<file path="src/rtl/axi_rd_arb_pkg.sv">
// Shared types and AXI constants for the two-requester read-channel arbiter.
package axi_rd_arb_pkg;

    typedef enum logic [1:0] {
        IDLE = 2'd0,
        ADDR = 2'd1,
        DATA = 2'd2
    } arb_state_t;

    localparam logic [3:0] ARID_ICACHE    = 4'd0;
    localparam logic [3:0] ARID_DCACHE    = 4'd1;
    localparam logic [2:0] AXI_SIZE_4B    = 3'b010;
    localparam logic [1:0] AXI_BURST_INCR = 2'b01;

endpackage

</file>
<file path="src/rtl/axi_rd_arbiter_if.sv">
// AXI4 read address/data channel bundle between the arbiter (master) and the bridge (slave).
interface axi_rd_arbiter_if;

    logic [3:0]  arid;
    logic [31:0] araddr;
    logic [7:0]  arlen;
    logic [2:0]  arsize;
    logic [1:0]  arburst;
    logic        arvalid;
    logic        arready;
    logic [3:0]  rid;
    logic [31:0] rdata;
    logic [1:0]  rresp;
    logic        rlast;
    logic        rvalid;
    logic        rready;

    modport master (
        output arid, araddr, arlen, arsize, arburst, arvalid, rready,
        input  arready, rid, rdata, rresp, rlast, rvalid
    );

    modport slave (
        input  arid, araddr, arlen, arsize, arburst, arvalid, rready,
        output arready, rid, rdata, rresp, rlast, rvalid
    );

endinterface

</file>
<file path="src/rtl/axi_rd_arb_pick.sv">
// Two-way requester chooser. AXI_RD_ARB_RR_EN selects round-robin with a
// registered last-served pointer; otherwise D-cache wins every tie.
module axi_rd_arb_pick (
`ifdef AXI_RD_ARB_RR_EN
    input  logic clk,
    input  logic rstn,
    input  logic take,
`endif
    input  logic i_req,
    input  logic d_req,
    output logic pick_d
);

`ifdef AXI_RD_ARB_RR_EN
    logic last_d;

    always_ff @(posedge clk) begin
        if (!rstn) begin
            last_d <= 1'b0;
        end else if (take) begin
            last_d <= pick_d;
        end
    end

    // On a tie the requester that was not served last wins.
    always_comb begin
        pick_d = d_req;
        if (i_req && d_req) begin
            pick_d = !last_d;
        end
    end
`else
    assign pick_d = d_req;
`endif

endmodule

</file>
<file path="src/rtl/axi_rd_arbiter.sv">
// Shares one AXI4 read channel between the I-cache and D-cache refill engines,
// one burst at a time; round-robin ties when AXI_RD_ARB_RR_EN is defined.
module axi_rd_arbiter
    import axi_rd_arb_pkg::*;
(
    input  logic                     clk,
    input  logic                     rstn,
    input  logic                     i_rd_req,
    input  logic [31:0]              i_rd_addr,
    input  logic [7:0]               i_rd_len,
    output logic                     i_rd_rdy,
    input  logic                     i_data_ready,
    output logic                     i_ret_valid,
    output logic                     i_ret_last,
    input  logic                     d_rd_req,
    input  logic [31:0]              d_rd_addr,
    input  logic [7:0]               d_rd_len,
    output logic                     d_rd_rdy,
    input  logic                     d_data_ready,
    output logic                     d_ret_valid,
    output logic                     d_ret_last,
    output logic [31:0]              ret_data,
    axi_rd_arbiter_if.master         axi
);

    arb_state_t  state;
    arb_state_t  state_nxt;
    logic        owner_d;
    logic [31:0] addr_q;
    logic [7:0]  len_q;
    logic        take;
    logic        pick_d;
    logic        arvalid;
    logic        rready;
    logic        unused_rsp;

    axi_rd_arb_pick u_pick (
`ifdef AXI_RD_ARB_RR_EN
        .clk    (clk),
        .rstn   (rstn),
        .take   (take),
`endif
        .i_req  (i_rd_req),
        .d_req  (d_rd_req),
        .pick_d (pick_d)
    );

    always_ff @(posedge clk) begin
        if (!rstn) begin
            state   <= IDLE;
            owner_d <= 1'b0;
            addr_q  <= '0;
            len_q   <= '0;
        end else begin
            state <= state_nxt;
            if (take) begin
                owner_d <= pick_d;
                addr_q  <= pick_d ? d_rd_addr : i_rd_addr;
                len_q   <= pick_d ? d_rd_len  : i_rd_len;
            end
        end
    end

    // Return path is purely combinational; only the latched owner sees beats.
    always_comb begin
        state_nxt   = state;
        take        = 1'b0;
        arvalid     = 1'b0;
        rready      = 1'b0;
        i_rd_rdy    = 1'b0;
        d_rd_rdy    = 1'b0;
        i_ret_valid = 1'b0;
        i_ret_last  = 1'b0;
        d_ret_valid = 1'b0;
        d_ret_last  = 1'b0;
        ret_data    = '0;
        case (state)
            IDLE: begin
                if (i_rd_req || d_rd_req) begin
                    take      = 1'b1;
                    state_nxt = ADDR;
                end
            end
            ADDR: begin
                arvalid = 1'b1;
                if (axi.arready) begin
                    i_rd_rdy  = !owner_d;
                    d_rd_rdy  = owner_d;
                    state_nxt = DATA;
                end
            end
            DATA: begin
                rready      = owner_d ? d_data_ready : i_data_ready;
                ret_data    = axi.rdata;
                i_ret_valid = !owner_d && axi.rvalid;
                i_ret_last  = !owner_d && axi.rlast;
                d_ret_valid = owner_d && axi.rvalid;
                d_ret_last  = owner_d && axi.rlast;
                if (axi.rvalid && rready && axi.rlast) begin
                    state_nxt = IDLE;
                end
            end
            default: state_nxt = IDLE;
        endcase
    end

    assign axi.arvalid = arvalid;
    assign axi.rready  = rready;
    assign axi.arid    = owner_d ? ARID_DCACHE : ARID_ICACHE;
    assign axi.araddr  = addr_q;
    assign axi.arlen   = len_q;
    assign axi.arsize  = AXI_SIZE_4B;
    assign axi.arburst = AXI_BURST_INCR;

    // Routing never depends on the returned ID or response code.
    assign unused_rsp = ^{axi.rid, axi.rresp};

endmodule

</file>
<file path="src/flat_wrapper.sv">
// flat-port wrapper written by rule: the top's interface ports become plain ports
module axi_rd_arbiter_flat import axi_rd_arb_pkg::*;
  (clk, rstn, i_rd_req, i_rd_addr, i_rd_len, i_rd_rdy, i_data_ready, i_ret_valid, i_ret_last, d_rd_req, d_rd_addr, d_rd_len, d_rd_rdy, d_data_ready, d_ret_valid, d_ret_last, ret_data, axi_arid, axi_araddr, axi_arlen, axi_arsize, axi_arburst, axi_arvalid, axi_rready, axi_arready, axi_rid, axi_rdata, axi_rresp, axi_rlast, axi_rvalid);
  axi_rd_arbiter_if axi_i ();
  input  logic clk;
  input  logic rstn;
  input  logic i_rd_req;
  input  logic [31:0] i_rd_addr;
  input  logic [7:0] i_rd_len;
  output logic i_rd_rdy;
  input  logic i_data_ready;
  output logic i_ret_valid;
  output logic i_ret_last;
  input  logic d_rd_req;
  input  logic [31:0] d_rd_addr;
  input  logic [7:0] d_rd_len;
  output logic d_rd_rdy;
  input  logic d_data_ready;
  output logic d_ret_valid;
  output logic d_ret_last;
  output logic [31:0] ret_data;
  output wire logic [$bits(axi_i.arid)-1:0] axi_arid;
  output wire logic [$bits(axi_i.araddr)-1:0] axi_araddr;
  output wire logic [$bits(axi_i.arlen)-1:0] axi_arlen;
  output wire logic [$bits(axi_i.arsize)-1:0] axi_arsize;
  output wire logic [$bits(axi_i.arburst)-1:0] axi_arburst;
  output wire logic [$bits(axi_i.arvalid)-1:0] axi_arvalid;
  output wire logic [$bits(axi_i.rready)-1:0] axi_rready;
  input wire logic [$bits(axi_i.arready)-1:0] axi_arready;
  input wire logic [$bits(axi_i.rid)-1:0] axi_rid;
  input wire logic [$bits(axi_i.rdata)-1:0] axi_rdata;
  input wire logic [$bits(axi_i.rresp)-1:0] axi_rresp;
  input wire logic [$bits(axi_i.rlast)-1:0] axi_rlast;
  input wire logic [$bits(axi_i.rvalid)-1:0] axi_rvalid;
  assign axi_arid = axi_i.arid;
  assign axi_araddr = axi_i.araddr;
  assign axi_arlen = axi_i.arlen;
  assign axi_arsize = axi_i.arsize;
  assign axi_arburst = axi_i.arburst;
  assign axi_arvalid = axi_i.arvalid;
  assign axi_rready = axi_i.rready;
  assign axi_i.arready = axi_arready;
  assign axi_i.rid = axi_rid;
  assign axi_i.rdata = axi_rdata;
  assign axi_i.rresp = axi_rresp;
  assign axi_i.rlast = axi_rlast;
  assign axi_i.rvalid = axi_rvalid;
  axi_rd_arbiter u_core (.clk(clk), .rstn(rstn), .i_rd_req(i_rd_req), .i_rd_addr(i_rd_addr), .i_rd_len(i_rd_len), .i_rd_rdy(i_rd_rdy), .i_data_ready(i_data_ready), .i_ret_valid(i_ret_valid), .i_ret_last(i_ret_last), .d_rd_req(d_rd_req), .d_rd_addr(d_rd_addr), .d_rd_len(d_rd_len), .d_rd_rdy(d_rd_rdy), .d_data_ready(d_data_ready), .d_ret_valid(d_ret_valid), .d_ret_last(d_ret_last), .ret_data(ret_data), .axi(axi_i));
endmodule
</file>
<file path="config.mk">
export PLATFORM = sky130hd
export DESIGN_NAME = axi_rd_arbiter_flat
export DESIGN_NICKNAME = d
export VERILOG_FILES = /design/src/rtl/axi_rd_arb_pkg.sv /design/src/rtl/axi_rd_arbiter_if.sv /design/src/rtl/axi_rd_arb_pick.sv /design/src/rtl/axi_rd_arbiter.sv /design/src/flat_wrapper.sv
export SDC_FILE = /design/constraint.sdc
export NUM_CORES = 1
export LEC_CHECK = 0
export CORE_MARGIN = 2
export CORE_UTILIZATION = 30
export DETAILED_ROUTE_END_ITERATION = 10
export PLACE_DENSITY = 0.78
export SLEW_MARGIN = 20
export SYNTH_ARGS = -nofsm -noshare
export SYNTH_HDL_FRONTEND = slang
export SYNTH_SLANG_ARGS = --single-unit
</file>
<file path="constraint.sdc">
create_clock -name clk -period 5 [get_ports clk]
set_input_delay 1.5 -clock clk [delete_from_list [all_inputs] [get_ports clk]]
set_output_delay 1.5 -clock clk [all_outputs]
set_load 0.005 [all_outputs]
</file>
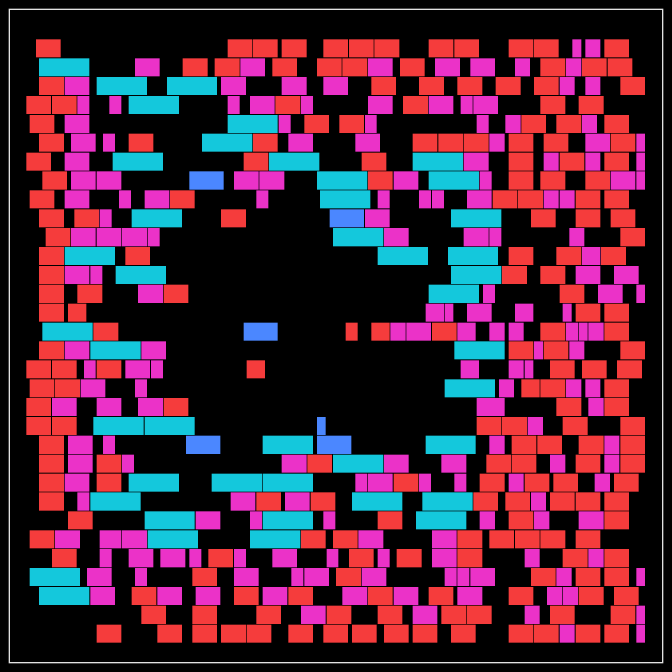
Fig. 1. Cells colored by class.
other buffers and delay cells: in red, cells 205. clock drivers and dummy loads: in blue, cells 6. combinational and other logic: in magenta, cells 183. flops: in cyan, cells 43.
Cell Rows: 32
Finished Cell Area: 0.00448 mm2

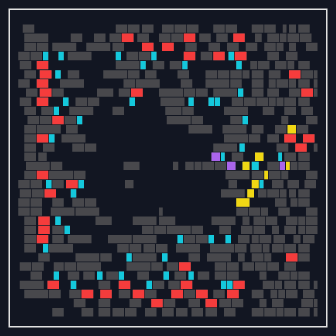
Fig. 2. Selected gate families.
NAND gates: in cyan, cells 44. multiplexers: in red, cells 41, where widely spread. NOR gates: in yellow, cells 8, where middle right. inverting AOI/OAI gates: in purple, cells 3.
Comb/total area: 0.308
final cell count without fillers: 540
Commonest Layout Cell: clkdlybuf4s50_1

==> impl_metrics.env <==
# flow metrics
export IMPL_status="finished, final reports clean"
export IMPL_final_min_clock_period_ps=4290
export IMPL_ctsResizeCount=0
export IMPL_finalMaxSlewViolations=0
export IMPL_hold_class="flip-flop to flip-flop"
export IMPL_async_flop_share=0
export IMPL_syn_area_mm2=0.00243
export IMPL_warnings=32
export IMPL_endpoint_kind="primary output"
export IMPL_fp_util=0.312
export IMPL_chipHeight_um=93.9
export IMPL_synth_cells=256
export IMPL_yosysWarningCount=0
export IMPL_final_util=0.577
export IMPL_yosys_top_cells_count="dfxtp_1, mux2i_1, nand3_1, o211a_1, and2_1"
export IMPL_skew_ps=6.96
export IMPL_fillCellCount=685
export IMPL_r2r_end="u_core.axi.araddr[24]"
export IMPL_peakVddDrop_mv=0.137
export IMPL_die_w_um=93.9
export IMPL_leakagePower_uw=0.00211
export IMPL_io_pins=216
export IMPL_syn_area_per_cell_um2=9.48
export IMPL_hold_depth=1
export IMPL_synth_edff_count=0
export IMPL_vias=2571
export IMPL_ant_nets=0
export IMPL_tightest_slew_ps=942
export IMPL_top_area_cell="dfxtp_1"
export IMPL_dpl_hpwl_um=6480
export IMPL_r2r_slack_ps=3010
export IMPL_setup_tns_ps=0
export IMPL_post_cts_setup_buffer_count=0
export IMPL_grt_pass1_wl_um=12900
export IMPL_setup_violations=0
export IMPL_synthTopCellsByArea="dfxtp_1, mux2i_1, o211a_1, and2_1, nand3_1"
export IMPL_drv_cap=0
export IMPL_place_gp_congestion=0.804
export IMPL_antenna_found_initial=1
export IMPL_drtPass1Iterations=4
export IMPL_rsz0062_at_grt="false"
export IMPL_ys_flop_type="dfxtp_1"
export IMPL_worst_hold_startpoint="u_core.axi.arlen[6]"
export IMPL_drt_wl_total_um=8580
export IMPL_ys_seq_frac=0.355
export IMPL_drive_gt1_frac=0.0275
export IMPL_portBuffers=201
export IMPL_num_nets_final=565
export IMPL_grt_usage=0.186
export IMPL_design_core_area_mm2=0.00777
export IMPL_cts_tree="done"
export IMPL_synth_stat_cells=256
export IMPL_r2r_start="u_core.state[1]"
export IMPL_fmax_ghz=0.233
export IMPL_ys_seq_elements=43
export IMPL_grt_ovfl_total=0
export IMPL_htreeDepth=2
export IMPL_synthToLayoutAreaGrowth_pct=84.8
export IMPL_clk_pin_slew_ps=70
export IMPL_period_used=0.857
export IMPL_yosys_stat_chipArea_mm2=0.00243
export IMPL_hold_end="u_core.axi.arlen[6]"
export IMPL_cts_root_buf="clkbuf_8"
export IMPL_worstSetupPathType="primary input to primary output"
export IMPL_most_common_cell="dfxtp_1"
export IMPL_start_kind="primary input"
export IMPL_critPathArrivalTime_ps=2790
export IMPL_drt_iter0_drc=86
export IMPL_postCtsHoldBufs=0
export IMPL_avgViaCountPerCell=4.76
export IMPL_clk_path_buf_depth=2
export IMPL_slew_headroom=0.371
export IMPL_worstPathMaxFanout=3
export IMPL_required_ps=3500
export IMPL_grt_max_degree=44
export IMPL_finalHoldViolCount=0
export IMPL_grt_pass1_vias=2489
export IMPL_synth_top_area_share=0.355
export IMPL_clock_latency_ps=290
export IMPL_drc=0
export IMPL_power_density_mw_per_mm2=215
export IMPL_yosys_cell_types_count=23
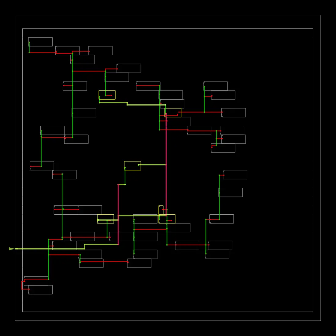
Fig. 3. Clock wiring as the flow saved it.
CTS Buf Count: 5
clk sinks: 43
FF+latch count: 43

## worst max path at each step
stage | from | to | slack, ps | depth (start not counted)
2_1_floorplan | d_data_ready | axi_rready | 1780 | 2
3_3_place_gp | axi_rlast | i_ret_last | 740 | 3
3_5_place_dp | axi_rlast | i_ret_last | 720 | 3
4_1_cts | axi_rlast | i_ret_last | 710 | 3
5_1_grt | axi_rlast | i_ret_last | 650 | 3
6_report | axi_rlast | i_ret_last | 710 | 3
## logic make-up (layout without fill, tap and decap cells)
kind of cell,count (synthesis),count (layout),share of synthesized area
AND/OR/NAND/NOR,89,89,0.205
buffers and inverters,36,211,0.0877
other,2,9,0.00310
multiplexers,41,41,0.169
flip-flops,43,43,0.355
AND-OR/OR-AND,45,45,0.181
## area by class of cell
cell class | instances | area (um2) | area share
Timing Repair Buffer | 205 | 2040 | 0.454
Sequential cell | 43 | 861 | 0.192
Tap cell | 102 | 128 | 0.0285
Antenna cell | 1 | 2.50 | 0.000558
Multi-Input combinational cell | 183 | 1380 | 0.308
Clock buffer | 6 | 72.6 | 0.0162
## per-layer routing
metal,track usage,wire [um]
met4,0.0423,119
met1,0.203,3300
met3,0.0714,919
met2,0.340,4240
met5,0,0
## cells in the final DEF (no fill, tap or decap)
cell type / Yosys / final
buf_4: 9 / 4
nand2_1: 3 / 3
a21boi_1: 2 / 2
clkbuf_1: 14 / 1
buf_2: 5 / 1
conb_1: 2 / 8
and3_1: 3 / 3
mux2i_1: 41 / 41
a21bo_1: 1 / 1
nand2b_1: 1 / 1
o21a_1: 1 / 1
and2_4: 1 / 1
nor3b_1: 2 / 2
diode_2: 0 / 1
clkbuf_8: 0 / 5
nor2_1: 3 / 2
or2_1: 1 / 1
clkdlybuf4s50_1: 0 / 200
nand3_1: 40 / 40
dfxtp_1: 43 / 43
o21ai_1: 1 / 1
o211a_1: 40 / 40
nor2b_1: 3 / 3
nor2_4: 0 / 1
and2_1: 32 / 32
## through the flow
stage	total power (uW)	worst slack, ps	area (um2)	hold WS, ps	cells
2_1_floorplan	566	1780	2450	495	262
3_3_place_gp	770	740	4410	478	533
3_5_place_dp	778	724	4410	485	533
4_1_cts	979	714	4480	502	539
5_1_grt	1030	649	4480	512	539
6_report	965	714	4480	498	540
## critical path: stages
cell and delay (ps):
clkdlybuf4s50_1 500, nor3b_1 220, clkdlybuf4s50_1 570
## state kept, by name, indices dropped and copies added (netlist names)
register	cells
u_core.owner_d	1
u_core.state	2
u_core.axi.arlen	8
u_core.axi.araddr	32
## report_power, final
part           switching [uW]  internal, uW  total [uW]
registers                24.7           386         410
logic                     127           229         356
clock network             105          93.1         198
Power figures rest on the tool's default switching activity, not on a simulated workload.
